`config.mk`:
```
export PLATFORM = sky130hd
export DESIGN_NAME = serial_addsub
export DESIGN_NICKNAME = d
export VERILOG_FILES = /design/src/rtl/serial_addsub.sv
export SDC_FILE = /design/constraint.sdc
export NUM_CORES = 1
export LEC_CHECK = 0
export CORE_ASPECT_RATIO = 0.5
export CORE_MARGIN = 4
export CORE_UTILIZATION = 25
export CTS_CLUSTER_DIAMETER = 40
export DETAILED_ROUTE_END_ITERATION = 10
export PLACE_DENSITY = 0.49
export SLEW_MARGIN = 20
export SYNTH_ARGS = -nofsm -noshare
export SYNTH_HDL_FRONTEND = slang
export SYNTH_SLANG_ARGS = --single-unit
```
`constraint.sdc`:
```
create_clock -name clk -period 1.95 [get_ports clk]
set_input_delay 0.585 -clock clk [delete_from_list [all_inputs] [get_ports clk]]
set_output_delay 0.585 -clock clk [all_outputs]
set_load 0.01 [all_outputs]
```
`src/rtl/serial_addsub.sv`:
```
// Bit-serial two's-complement adder/subtractor: one full-adder cell, LSB first, WIDTH cycles per op.
// Optional SERIAL_ADDSUB_SAT_EN clamps overflowed results to the signed limit.
module serial_addsub #(
  parameter int unsigned WIDTH = 8
) (
  input  logic             clk,
  input  logic             rst_n,
  input  logic             start,
  input  logic             mode,
  input  logic [WIDTH-1:0] a,
  input  logic [WIDTH-1:0] b,
  output logic             busy,
  output logic             done,
  output logic [WIDTH-1:0] result,
  output logic             cout,
  output logic             ovf
);

  localparam int unsigned IW = (WIDTH > 1) ? $clog2(WIDTH) : 1;

  typedef enum logic {
    IDLE,
    RUN
  } state_t;

  state_t           r_state;
  state_t           w_next;
  logic [WIDTH-1:0] r_a;
  logic [WIDTH-1:0] r_b;
  logic [WIDTH-1:0] r_shift;
  logic             r_mode;
  logic             r_carry;
  logic [IW-1:0]    r_idx;

  logic             w_bb;
  logic             w_sum;
  logic             w_cnext;
  logic             w_last;
  logic             w_ovf;
  logic [WIDTH-1:0] w_res;

  // Operands shift right so bit i sits at position 0 on step i; sum bits enter the
  // shift register at the MSB so bit i lands at position i after the final step.
  assign w_bb    = r_b[0] ^ r_mode;
  assign w_sum   = r_a[0] ^ w_bb ^ r_carry;
  assign w_cnext = (r_a[0] & w_bb) | ((r_a[0] ^ w_bb) & r_carry);
  assign w_last  = (r_idx == IW'(WIDTH - 1));
  // On the last step r_carry is the carry into the MSB, so ovf is formed on that edge.
  assign w_ovf   = r_carry ^ w_cnext;
  assign busy    = (r_state == RUN);

  always_comb begin
    w_next = r_state;
    case (r_state)
      IDLE:    if (start) w_next = RUN;
      RUN:     if (w_last) w_next = IDLE;
      default: w_next = IDLE;
    endcase
  end

  always_ff @(posedge clk or negedge rst_n) begin
    if (!rst_n) r_state <= IDLE;
    else        r_state <= w_next;
  end

  always_comb begin
    w_res = {w_sum, r_shift[WIDTH-1:1]};
`ifdef SERIAL_ADDSUB_SAT_EN
    if (w_ovf) begin
      w_res = w_cnext ? {1'b1, {(WIDTH-1){1'b0}}} : {1'b0, {(WIDTH-1){1'b1}}};
    end
`endif
  end

  always_ff @(posedge clk or negedge rst_n) begin
    if (!rst_n) begin
      r_a     <= '0;
      r_b     <= '0;
      r_shift <= '0;
      r_mode  <= 1'b0;
      r_carry <= 1'b0;
      r_idx   <= '0;
      done    <= 1'b0;
      result  <= '0;
      cout    <= 1'b0;
      ovf     <= 1'b0;
    end else begin
      done <= 1'b0;
      case (r_state)
        IDLE: begin
          if (start) begin
            r_a     <= a;
            r_b     <= b;
            r_mode  <= mode;
            r_carry <= mode;
            r_idx   <= '0;
            r_shift <= '0;
          end
        end
        RUN: begin
          r_a     <= r_a >> 1;
          r_b     <= r_b >> 1;
          r_carry <= w_cnext;
          r_idx   <= r_idx + 1'b1;
          r_shift <= {w_sum, r_shift[WIDTH-1:1]};
          if (w_last) begin
            result <= w_res;
            cout   <= w_cnext;
            ovf    <= w_ovf;
            done   <= 1'b1;
          end
        end
        default: ;
      endcase
    end
  end

endmodule

```
Fig. 1: run 1, cell classes on the final placement
Bar = 50 µm.
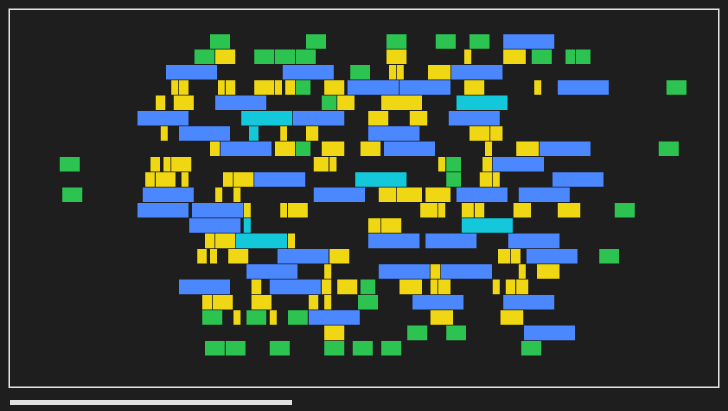
[cyan] clock drivers and dummy loads | cells: 7 | share of their area: 6.2%
[blue] flops | cells: 40 | share of their area: 46%
[yellow] combinational and other logic | cells: 96 | share of their area: 31%
[green] other buffers and delay cells | cells: 38 | share of their area: 17%
Seq area share: 43.9%
post-route cell area: 2280 µm²
Layout Utilization: 34.0%
area of the core: 6700 µm²
Rows: 21

Fig. 2: run 1, drive-strength map
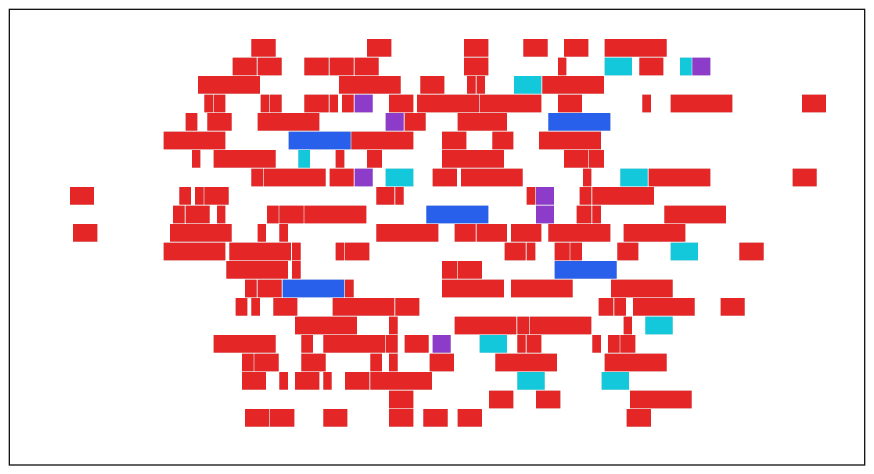
[red] _0 and _1 cells | cells: 158 | share: 87%
[blue] _6 and larger | cells: 5 | share: 2.8%
[purple] _3 and _4 cells | cells: 7 | share: 3.9%
[cyan] _2 cells | cells: 11 | share: 6.1%
fin worst setup slack: 0.202 ns
Non-clk bufs: 38
area grow syn2layout: 31.9%

==> results.json, run 1 <==
{
  "drt-met1-wl_mm": 1.65,
  "p_int_mw": 2.25,
  "power_density_nw_per_um2": 1410,
  "synth_flops": 40,
  "layout.nets": 204,
  "clk-power_mw": 0.756,
  "cts_made_buffers": 5,
  "syn_inst": 145,
  "synth_cell_types": 18,
  "top_power_group": "registers",
  "fin_skew_ns": 0.00328,
  "fp.dieW_um": 126,
  "hold_class": "primary input to async pin",
  "gr-usage-met3_pct": 2.72,
  "dp_cells": 266,
  "arrival_ns": 1.16,
  "ys_chip_area_um2": 1730,
  "async_flop_share_pct": 100,
  "largest_class": "flip-flops and latches",
  "wl_met3_um": 71,
  "setup_viol": 0,
  "overflow": 0,
  "log.warning_count": 26,
  "outcome": "complete, no violations",
  "startpoint": "result[5]",
  "aoi_share_pct": 7.46,
  "clk_latency_ns": 0.28,
  "io_buffers": 31,
  "cts.path.max_buffers": 2,
  "synth_warnings": 0,
  "top_layer": "met4",
  "grt_max_degree": 51,
  "synthSimpleGateAreaFrac_pct": 7.89
}
Fig. 3: run 1, metal 1
Supply wires on this layer in gray.
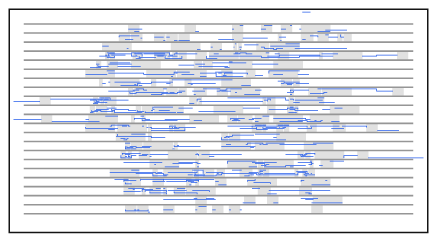
main direction: horizontal
share of all routed wire: 50%
vias: 1,099
GR Util met1: 11.0%
WL final: 3.27 mm

==> inputs of run 2 (changes only) <==
--- a/config.mk
+++ b/config.mk
@@ -12,4 +12,4 @@
 export DETAILED_ROUTE_END_ITERATION = 10
+export HOLD_SLACK_MARGIN = 0.12
 export PLACE_DENSITY = 0.49
-export SLEW_MARGIN = 20
 export SYNTH_ARGS = -nofsm -noshare
--- a/constraint.sdc
+++ b/constraint.sdc
@@ -3,2 +3,2 @@
 set_output_delay 0.585 -clock clk [all_outputs]
-set_load 0.01 [all_outputs]
+set_load 0.02 [all_outputs]
Fig. 4: run 2, clock wiring as the flow saved it
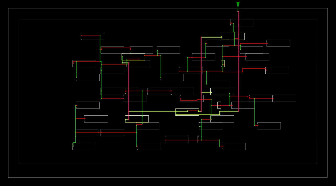
Late-Pin Clk Latency: 0.28 ns
CTS buffer count: 5
seq_cells: 40

Fig. 5: run 2, clock distribution
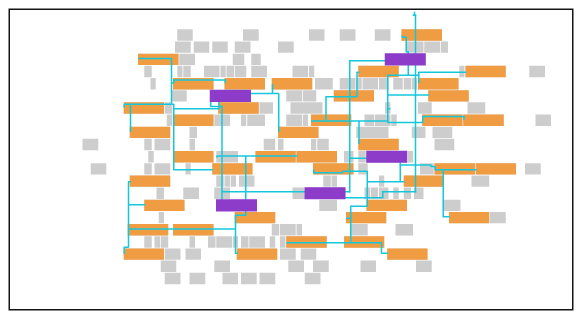
[cyan] clock wires | length: 573 µm
[purple] clock drivers | count: 5
[orange] flip-flops | count: 40
routed clock nets: 6
Clk pwr share: 24.2%
final clock skew: 0.00511 ns
Clk. pwr: 0.814 mW

==> run 2 against run 1 <==
Sequential power about the same. Fmax decreased by 4.1%. Global-route usage increased by 0.22 points. Count of clock-buffer cells in the layout increased by 2. Register-to-register slack got worse by 0.11 ns. Wire length decreased by 0.58%. Worst hold slack got worse by 0.10 ns. Worst setup slack got worse by 0.074 ns. Clock skew increased by 0.0018 ns. Critical endpoint is now result[4]. Largest power group unchanged.
==> results.json, run 2 <==
{
  "syn_inst": 145,
  "arrival_ns": 1.24,
  "setup_viol": 0,
  "rows": 21,
  "met2_usage_pct": 13.4,
  "dp_cells": 264,
  "drt_wl_total_mm": 3.25,
  "wl_met3_um": 133,
  "cp-end-kind": "output pin",
  "cts.path.max_buffers": 2,
  "top_power_group": "registers",
  "hold_class": "primary input to async pin",
  "layout.nets": 202,
  "synth_cell_types": 18,
  "synth_warnings": 0,
  "top_layer": "met4",
  "fmax_mhz": 549,
  "grt_max_degree": 51,
  "aoi_share_pct": 7.46,
  "grtUsageMet1_pct": 10.7,
  "async_flop_share_pct": 100,
  "fin_area_um2": 2290,
  "io_buffers": 31,
  "synthSimpleGateAreaFrac_pct": 7.89,
  "core_region_area_um2": 6700,
  "log.warning_count": 26,
  "antennaDiodeCount": 0,
  "fp.dieW_um": 126,
  "largest_class": "flip-flops and latches",
  "ys_chip_area_um2": 1730,
  "vias": 1118,
  "area_growth_pct": 32.5,
  "overflow": 0,
  "n_all_buffers": 36,
  "synth_flops": 40,
  "fp-utilization_pct": 25.8,
  "nFillCells": 659,
  "outcome": "complete, no violations",
  "drt-met1-wl_mm": 1.53,
  "startpoint": "result[4]",
  "seq-cell-share_pct": 43.7,
  "gr-usage-met3_pct": 2.80
}
No activity file was given, so power comes from the tool's default toggle rates.
